### src/rtl/tan_pkg.sv
// Shared definitions for the tangent-unit arbiter: FSM encoding, float width, NaN code and watchdog default.
package tan_pkg;

    localparam int          FLOAT_W             = 32;
    localparam logic [31:0] FP_QNAN             = 32'h7FC0_0000;
    localparam int          TAN_TIMEOUT_DEFAULT = 4096;

    typedef enum logic [1:0] {
        ST_IDLE  = 2'd0,
        ST_START = 2'd1,
        ST_WAIT  = 2'd2,
        ST_RESP  = 2'd3
    } state_t;

endpackage : tan_pkg

### src/rtl/tan_arbiter_rr.sv
// Round-robin pick: first set req bit searching from ptr upward with wrap; combinational, no state.
module rr_arbiter #(
    parameter int N  = 4,
    parameter int IW = (N > 1) ? $clog2(N) : 1
) (
    input  logic [N-1:0]  req,
    input  logic [IW-1:0] ptr,
    output logic [N-1:0]  grant,
    output logic [IW-1:0] idx
);

    // Walk candidates from farthest to nearest so the slot at ptr ends with top priority.
    always_comb begin
        logic [IW-1:0] cand;
        grant = '0;
        idx   = '0;
        cand  = '0;
        for (int k = N - 1; k >= 0; k--) begin
            cand = IW'((int'(ptr) + k) % N);
            if (req[cand]) begin
                grant       = '0;
                grant[cand] = 1'b1;
                idx         = cand;
            end
        end
    end

endmodule : rr_arbiter

### src/rtl/tan_arbiter.sv
// Shares one iterative tangent unit between N_REQ requesters with round-robin grants and a watchdog.
// Latency: req to tan_start 1 cycle, qualified done to rsp_valid 1 cycle; new requests only accepted in IDLE.
module tan_arbiter #(
    parameter int N_REQ   = 4,
    parameter int FLOAT_W = tan_pkg::FLOAT_W,
    parameter int TIMEOUT = tan_pkg::TAN_TIMEOUT_DEFAULT
) (
    input  logic                     clk,
    input  logic                     rst_n,
    input  logic [N_REQ-1:0]         req,
    input  logic [N_REQ*FLOAT_W-1:0] angle_in,
    output logic [N_REQ-1:0]         ack,
    output logic [N_REQ-1:0]         rsp_valid,
    output logic [FLOAT_W-1:0]       rsp_result,
    output logic                     rsp_timeout,
    output logic                     busy,
    output logic                     tan_start,
    output logic [FLOAT_W-1:0]       tan_angle,
    input  logic                     tan_done,
    input  logic [FLOAT_W-1:0]       tan_result
);
    import tan_pkg::*;

    localparam int IW   = (N_REQ > 1) ? $clog2(N_REQ) : 1;
    localparam int WD_W = $clog2(TIMEOUT + 1);

    state_t               state;
    state_t               state_nxt;
    logic [IW-1:0]        ptr;
    logic [IW-1:0]        grant_idx;
    logic [N_REQ-1:0]     grant_oh;
    logic                 armed;
    logic [WD_W-1:0]      wd_cnt;
    logic [FLOAT_W-1:0]   res_q;

    logic [N_REQ-1:0]     arb_grant;
    logic [IW-1:0]        arb_idx;
    logic                 any_req;
    logic                 done_ok;
    logic                 wd_expire;

    rr_arbiter #(
        .N  (N_REQ),
        .IW (IW)
    ) u_rr (
        .req   (req),
        .ptr   (ptr),
        .grant (arb_grant),
        .idx   (arb_idx)
    );

    assign any_req = |req;
    // A done only counts once we have seen it low since our own start pulse.
    assign done_ok   = tan_done & armed;
    assign wd_expire = (wd_cnt >= WD_W'(TIMEOUT - 1));
    assign busy      = (state != ST_IDLE);
    assign rsp_result = res_q;

    always_ff @(posedge clk or negedge rst_n) begin
        if (!rst_n) begin
            state <= ST_IDLE;
        end else begin
            state <= state_nxt;
        end
    end

    always_comb begin
        state_nxt = state;
        case (state)
            ST_IDLE:  if (any_req) state_nxt = ST_START;
            ST_START: state_nxt = ST_WAIT;
            ST_WAIT:  if (done_ok || wd_expire) state_nxt = ST_RESP;
            ST_RESP:  state_nxt = ST_IDLE;
            default:  state_nxt = ST_IDLE;
        endcase
    end

    always_ff @(posedge clk or negedge rst_n) begin
        if (!rst_n) begin
            ptr         <= '0;
            grant_idx   <= '0;
            grant_oh    <= '0;
            armed       <= 1'b0;
            wd_cnt      <= '0;
            res_q       <= '0;
            tan_angle   <= '0;
            ack         <= '0;
            tan_start   <= 1'b0;
            rsp_valid   <= '0;
            rsp_timeout <= 1'b0;
        end else begin
            ack         <= '0;
            tan_start   <= 1'b0;
            rsp_valid   <= '0;
            rsp_timeout <= 1'b0;
            case (state)
                ST_IDLE: begin
                    if (any_req) begin
                        grant_idx <= arb_idx;
                        grant_oh  <= arb_grant;
                        tan_angle <= angle_in[int'(arb_idx)*FLOAT_W +: FLOAT_W];
                        ack       <= arb_grant;
                        tan_start <= 1'b1;
                    end
                end
                ST_START: begin
                    ptr    <= (grant_idx == IW'(N_REQ - 1)) ? '0 : grant_idx + IW'(1);
                    wd_cnt <= WD_W'(1);
                    armed  <= 1'b0;
                end
                ST_WAIT: begin
                    armed <= armed | ~tan_done;
                    if (done_ok) begin
                        res_q     <= tan_result;
                        rsp_valid <= grant_oh;
                    end else if (wd_expire) begin
                        res_q       <= FLOAT_W'(FP_QNAN);
                        rsp_valid   <= grant_oh;
                        rsp_timeout <= 1'b1;
                    end else begin
                        wd_cnt <= wd_cnt + WD_W'(1);
                    end
                end
                default: ;
            endcase
        end
    end

endmodule : tan_arbiter

### config.mk
export PLATFORM = sky130hd
export DESIGN_NAME = tan_arbiter
export DESIGN_NICKNAME = d
export VERILOG_FILES = /design/src/rtl/tan_pkg.sv /design/src/rtl/tan_arbiter_rr.sv /design/src/rtl/tan_arbiter.sv
export SDC_FILE = /design/constraint.sdc
export NUM_CORES = 1
export LEC_CHECK = 0
export CAP_MARGIN = 20
export CORE_MARGIN = 5
export CORE_UTILIZATION = 47
export DETAILED_ROUTE_END_ITERATION = 10
export GPL_TIMING_DRIVEN = 0
export PLACE_DENSITY_LB_ADDON = 0.15
export SLEW_MARGIN = 25
export SYNTH_ARGS = -nofsm -noshare
export SYNTH_HDL_FRONTEND = slang
export SYNTH_SLANG_ARGS = --single-unit
### constraint.sdc
create_clock -name clk -period 6.87 [get_ports clk]
set_clock_uncertainty 0.15 [all_clocks]
set_input_delay 1.374 -clock clk [delete_from_list [all_inputs] [get_ports clk]]
set_output_delay 1.374 -clock clk [all_outputs]
set_load 0.03 [all_outputs]
Run 1, congestion heat map:
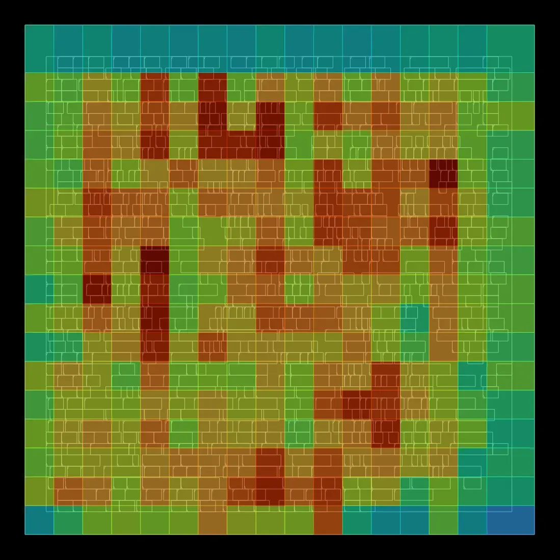
Util after Layout: 0.728
met2 usage: 0.454

Run 1, clock network drawn from the DEF:
Scale: 3 px per um.
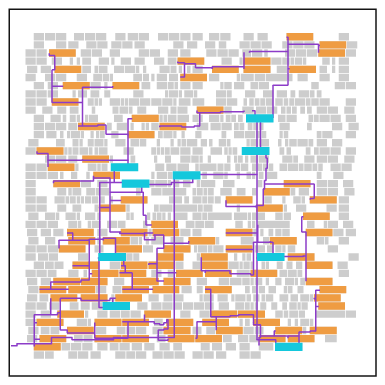
[orange] flip-flops | count: 98
[cyan] clock drivers | count: 9
[purple] clock wires | length: 1240 um
flops lie	widely spread
routed clock nets	10

==> GITHUB_STEP_SUMMARY, run 1 <==
## Synthesis and layout report

| Metric | Value |
|---|---|
| CP max-delay cell | `o221ai_1` |
| Total I/O pin count | `242` |
| PostCTS Resize Cnt | `0` |
| Area of the multi-input gates | `0.00310 mm2` |
| Worst Hold End | `grant_oh[0]` |
| Most numerous logic cells after layout | `clkdlybuf4s50_1 (239), dfrtp_1 (98), nand2_1 (54)` |
| Comb pwr share | `0.648` |
| Adder share | `0.0192` |
| Core Util at FP | `0.485` |
| Tool warnings | `31` |
| Outcome | `completed` |
| Final Cycle Share | `0.645` |
| Async S/R FF share, synth | `1.00` |
| Seq pwr | `968 uW` |
| Place WS | `2.55 ns` |
| Logic share of the area | `0.352` |
| Net Sw Power | `1.98 mW` |
| Buffers & Inverters on Critical Path | `8` |
| Initial antenna violation count | `1` |
| Post-Synth XOR/XNOR Area | `0.00597` |
| Critical Path Start Type | `flop` |
| Die y size | `122 um` |
| Comb area leader | `AND-OR/OR-AND gates` |
| Area share, top type | `0.418` |
| Hold path depth | `1` |
| Signal inverters | `8` |
| Critical Path AT | `4.47 ns` |
| Comb group | `2.73 mW` |
| Multi-input gates | `442` |
| P_clk | `518 uW` |
| Cell area leaders | `dfrtp_1 (42%), mux2i_1 (8.5%), nand2_1 (3.5%)` |
| Max-Cap Viols | `0` |
| Setup crit start | `ptr[0]` |
| Clk pwr share | `0.123` |
| Sw Ratio | `0.469` |
| R2r worst-path depth | `14` |
| Post-synth top cells | `dfrtp_1 (98), nand2_1 (54), mux2i_1 (50)` |
| Mean Syn Cell Area | `9.66 um2` |
| Dpl cells | `1017` |
| First-iteration detailed-routing DRC count | `707` |
| Critical path class | `reg2reg` |
| # DRC | `0` |
| Tapcells | `168` |
| Commonest Layout Cell | `clkdlybuf4s50_1` |
| Final slew viol count | `0` |
| Critical path endpoint | `tan_angle[20]` |
| Chip area | `0.0148 mm2` |
| Worst r2r dst | `tan_angle[20]` |
| Critical path's most frequent cell | `clkbuf_1` |
| Die width | `122 um` |
| Worst skew pair latency | `0.34 ns` |
| Seq/total area | `0.278` |
| Gpl congestion | `0.892` |
| Flops | `98` |
| Ys cells | `608` |
| Layout cells sized above 1 | `0.0613` |
| Fin Hold WS | `0.325 ns` |
| Flip-flops with a built-in enable | `0` |
| Largest vdd supply drop | `0.292 mV` |
| Aoi share | `0.253` |
| Clk buf depth | `2` |
| TritonCTS Sinks | `98` |
| WL met1 | `8010 um` |
| Seq. cell area | `0.00245 mm2` |
| Num CTS Buffers | `9` |
| Unrepaired setup endpoints after global routing | `no` |
| Achievable clock frequency | `226 MHz` |
| Flop pwr share | `0.230` |
| Met2 wire length | `10100 um` |
| Mapped Cells | `608` |
| Non-clock buffers | `301` |
| Met3 GRT Util | `0.0650` |
| CP max FO | `11` |
| Pint | `2.24 mW` |
| Count leader, synth | `dfrtp_1` |
| Top Consumer | `combinational logic` |
| GRT busiest layer | `met2` |
| Clock buffer cells | `10` |
| # port buffers | `240` |
| Post-CTS setup buffers | `0` |
| Post-DP HPWL | `15500 um` |
| CP Capture Type | `flop` |
| Final non-clock buffer share | `0.308` |
| Post-Layout Cell Count | `1032` |
| Worst Tran Pin Value | `0.884 ns` |
| Setup TNS | `0 ns` |
| Warnings, synthesis | `0` |
| Worst endpoint required time | `6.91 ns` |
| Via count | `6286` |
| First-pass GRT wire length | `32000 um` |
| Top cell type by total area after synthesis | `dfrtp_1` |
| Mux frac, synth | `0.108` |
| # diodes | `0` |
| Final net count | `1036` |
| Lkg Pwr | `3.61 nW` |
| Synth cell types | `56` |
| Hold buffers post-CTS | `0` |
| Largest net degree at the start of global routing | `63` |
| H-tree depth | `3` |
| Total global-route track usage | `0.269` |
| Post-synth seq share | `0.418` |
| Crit-path cells | `buf_2 -> buf_4 -> inv_1 -> clkbuf_1 -> clkbuf_1 -> ha_1 -> buf_2 -> and4b_1 -> a311oi_1 -> o221ai_1 -> or2_2 -> buf_1 -> clkbuf_1 -> o221ai_1` |
| Floorplan net count | `784` |
| Post-DRT Antenna Nets | `0` |
| DRT Pass-1 Iters | `5` |
| Worst path max stage delay | `0.51 ns` |
| Vias per inst | `6.09` |
| Critical Path Stages | `14` |
| CTS tree | `done` |
| Clock-cell share of area | `0.0342` |
| GRT met1 Usage | `0.334` |
| Final period demand of the worst path | `4.43 ns` |
| Reg2Reg Launch Point | `ptr[0]` |
| Max_slew headroom | `0.411` |
| Fin. Hold Viols | `0` |
| Top Layer Used | `met5` |
| WL final | `20500 um` |
| YS chip area | `0.00587 mm2` |
| Cell area after layout | `0.00882 mm2` |
| Setup-failing EPs final | `0` |
| Gr ovfl total | `0` |
| Area-dominant class | `combinational gates` |
| Clock transition at path regs | `0.07 ns` |
| Top cell family by delay on the critical path | `buffers and inverters` |
Run 1, where the registers sit:
Scale: 2 px per um. Other sequential cells in the stronger grey, the rest of the logic in the fainter grey.
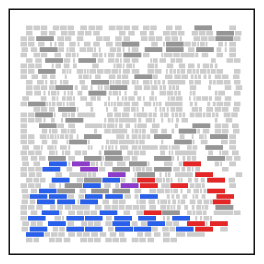
colour	signal	flops
purple	grant_oh	4
red	wd_cnt	13
blue	rsp_result	32
not coloured	49

==> run 1 -> run 2 <==
Settings changed: CORE_UTILIZATION 47 to 40.
Clock period 6.87 ns to 3.8 ns, I/O delays scaled along.
Run 2, clock network drawn from the DEF:
Scale: 3 px per um.
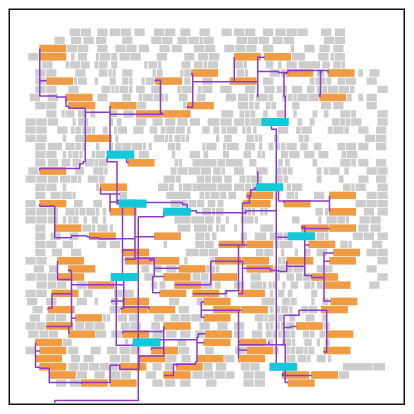
[orange] flip-flops | count: 98
[purple] clock wires | length: 1330 um
[cyan] clock drivers | count: 9
routed clock nets	10

Run 2, where the registers sit:
Scale: 2 px per um. Other sequential cells in the stronger grey, the rest of the logic in the fainter grey.
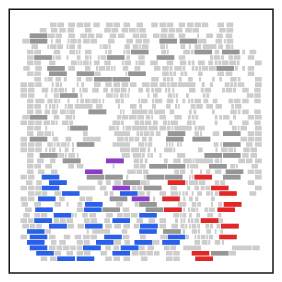
seq pwr: 1.73 mW
Seq. cell area: 0.00245 mm2
Util after Layout: 0.613
Seq/total area: 0.276

==> run 2 against run 1 <==
  * Sequential share of layout area fell by 0.20 points
  * Setup slack got worse by 2.3 ns
  * Sequential cell count did not move
  * Synthesized cell count did not move
  * Area after synthesis did not move
  * Non-clock buffer count rose by 1
  * Clock-buffer cell count did not move
  * Hold slack got worse by 0.20 ns
  * Combinational power rose by 83%
  * Largest cell class unchanged
  * Largest power group unchanged
  * Highest routed layer unchanged
==> GITHUB_STEP_SUMMARY, run 2 <==
## Synthesis and layout report

| Metric | Value |
|---|---|
| Max_slew headroom | `0.459` |
| Mux frac, synth | `0.108` |
| Tool warnings | `31` |
| Clk pwr share | `0.118` |
| Flop pwr share | `0.227` |
| First-pass GRT wire length | `33300 um` |
| Reg2Reg Launch Point | `ptr[0]` |
| Area of the multi-input gates | `0.00312 mm2` |
| First-iteration detailed-routing DRC count | `431` |
| Non-clock buffers | `302` |
| DRT Pass-1 Iters | `5` |
| Final slew viol count | `0` |
| Logic share of the area | `0.351` |
| Top cell type by total area after synthesis | `dfrtp_1` |
| Commonest Layout Cell | `clkdlybuf4s50_1` |
| Count leader, synth | `dfrtp_1` |
| # port buffers | `240` |
| Initial antenna violation count | `1` |
| Largest vdd supply drop | `0.407 mV` |
| WL met1 | `8340 um` |
| Post-synth top cells | `dfrtp_1 (98), nand2_1 (54), mux2i_1 (50)` |
| CP max-delay cell | `dfrtp_1` |
| Met2 usage | `0.390` |
| Cell area after layout | `0.00888 mm2` |
| Place WS | `-0.619 ns` |
| Hold buffers post-CTS | `0` |
| # diodes | `0` |
| Worst endpoint required time | `3.87 ns` |
| Largest net degree at the start of global routing | `71` |
| Post-Layout Cell Count | `1050` |
| Aoi share | `0.253` |
| Comb pwr share | `0.655` |
| Achievable clock frequency | `277 MHz` |
| Pint | `4.06 mW` |
| Critical Path AT | `3.68 ns` |
| CP max FO | `11` |
| Critical Path Start Type | `flop` |
| Gpl congestion | `0.845` |
| Flip-flops with a built-in enable | `0` |
| Setup-failing EPs final | `0` |
| Top Consumer | `combinational logic` |
| H-tree depth | `3` |
| GRT busiest layer | `met2` |
| Worst r2r dst | `tan_angle[20]` |
| Setup TNS | `0 ns` |
| Met2 wire length | `10000 um` |
| Synth cell types | `56` |
| Total I/O pin count | `242` |
| PostCTS Resize Cnt | `6` |
| Adder share | `0.0192` |
| Final Cycle Share | `0.952` |
| Dpl cells | `1033` |
| R2r worst-path depth | `15` |
| Outcome | `completed` |
| GRT met1 Usage | `0.285` |
| Post-DP HPWL | `15300 um` |
| Via count | `6175` |
| Critical path class | `reg2reg` |
| CP Capture Type | `flop` |
| Top Layer Used | `met5` |
| Tapcells | `184` |
| Net Sw Power | `3.57 mW` |
| Num CTS Buffers | `9` |
| Buffers & Inverters on Critical Path | `8` |
| Chip area | `0.0172 mm2` |
| TritonCTS Sinks | `98` |
| Sw Ratio | `0.468` |
| Layout cells sized above 1 | `0.0785` |
| CTS tree | `done` |
==> run 2 -> run 3 <==
Settings changed: CELL_PAD_IN_SITES_DETAIL_PLACEMENT set to 1, CELL_PAD_IN_SITES_GLOBAL_PLACEMENT set to 1, CORE_UTILIZATION 40 to 28, SYNTH_HIERARCHICAL set to 1.
Run 3, congestion heat map:
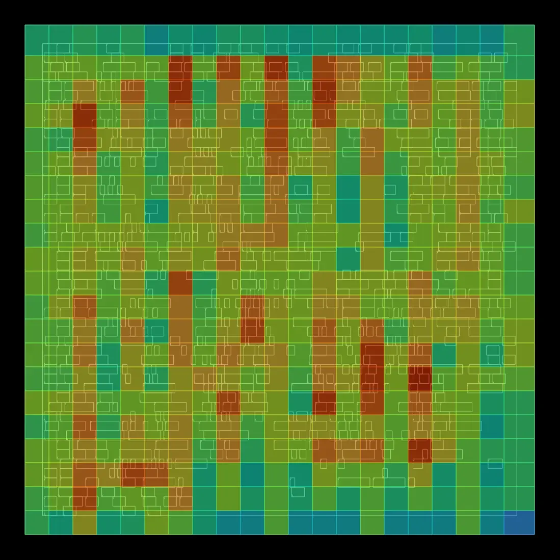
WL/cell: 18.5 um
GRT busiest layer: met2
met2 usage: 0.284

Run 3, routed metal, one colour a layer:
Scale: 2 px per um.
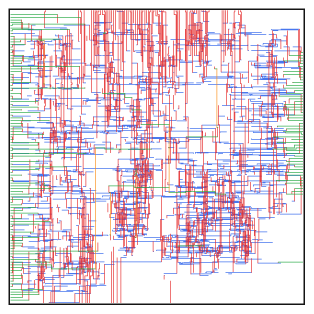
colour	layer	wire length
red	metal 2	8850 um
green	metal 3	1590 um
orange	metal 4	198 um
blue	metal 1	7170 um

==> run 3 against run 2 <==
  * Critical endpoint is now tan_angle[17]
  * Global-route usage down 6.2 points
  * Power down 10%
  * Highest routed layer is now met4
  * Area after synthesis down 11%
  * Sequential share of layout area up 2.0 points
  * Largest power group unchanged
  * Hold slack better by 0.030 ns
  * Sequential cell count unchanged
  * Non-clock buffer count down 30
  * First-iteration DRC count down 48%
==> GITHUB_STEP_SUMMARY, run 3 <==
## Synthesis and layout report

| Metric | Value |
|---|---|
| Post-synth seq share | `0.468` |
| Floorplan net count | `653` |
| Flops | `98` |
| Util after Layout | `0.447` |
| Flop pwr share | `0.253` |
| Achievable clock frequency | `283 MHz` |
| Post-Layout Cell Count | `964` |
| CP Capture Type | `flop` |
| Top cell family by delay on the critical path | `buffers and inverters` |
| First-pass GRT wire length | `29000 um` |
| GRT met1 Usage | `0.200` |
| Cell area leaders | `dfrtp_1 (47%), mux4_2 (15%), nand2_1 (8.3%)` |
| Final slew viol count | `0` |
| Clk buf depth | `2` |
| Worst Tran Pin Value | `0.733 ns` |
| Dpl cells | `949` |
| Ys cells | `473` |
| Gpl congestion | `0.816` |
| Hold buffers post-CTS | `0` |
| Count leader, synth | `nand2_1` |
| Commonest Layout Cell | `clkdlybuf4s50_1` |
| Area of the multi-input gates | `0.00258 mm2` |
| Worst skew pair latency | `0.35 ns` |
| Total global-route track usage | `0.167` |
| TritonCTS Sinks | `98` |
| Met3 GRT Util | `0.0626` |
| Comb group | `4.17 mW` |
| Mux frac, synth | `0.165` |
| Max-Cap Viols | `0` |
| Critical Path Stages | `13` |
| Post-CTS setup buffers | `0` |
| Comb area leader | `multiplexers` |
| Via count | `4744` |
| Worst r2r dst | `tan_angle[17]` |
| DRT Pass-1 Iters | `4` |
| Top Consumer | `combinational logic` |
| Unrepaired setup endpoints after global routing | `no` |
| Chip area | `0.0215 mm2` |
| Flip-flops with a built-in enable | `0` |
| Clock-cell share of area | `0.0363` |
| Vias per inst | `4.92` |
| Logic share of the area | `0.311` |
| Outcome | `completed` |
| Setup crit start | `ptr[0]` |
| Area share, top type | `0.468` |
| Layout cells sized above 1 | `0.115` |
| Num CTS Buffers | `9` |
| Final net count | `905` |
| Lkg Pwr | `3.57 nW` |
| Largest net degree at the start of global routing | `61` |
| # DRC | `0` |
| Gr ovfl total | `0` |
| Aoi share | `0.132` |
| Fin. Hold Viols | `0` |
| CP max-delay cell | `mux4_2` |
| Critical path class | `reg2reg` |
| Setup-failing EPs final | `0` |
| Crit-path cells | `buf_6 -> buf_2 -> inv_1 -> ha_2 -> mux4_2 -> nor2b_4 -> o21ai_0 -> o21ai_0 -> clkbuf_4 -> buf_4 -> mux4_2 -> nand2_1 -> nand2_1` |
| Initial antenna violation count | `0` |
| Most numerous logic cells after layout | `clkdlybuf4s50_1 (240), nand2_1 (116), dfrtp_1 (97)` |
| Mean Syn Cell Area | `11.1 um2` |
| Core Util at FP | `0.282` |
| Clock buffer cells | `9` |
| Seq/total area | `0.296` |
No activity file was given, so power comes from the tool's default toggle rates.
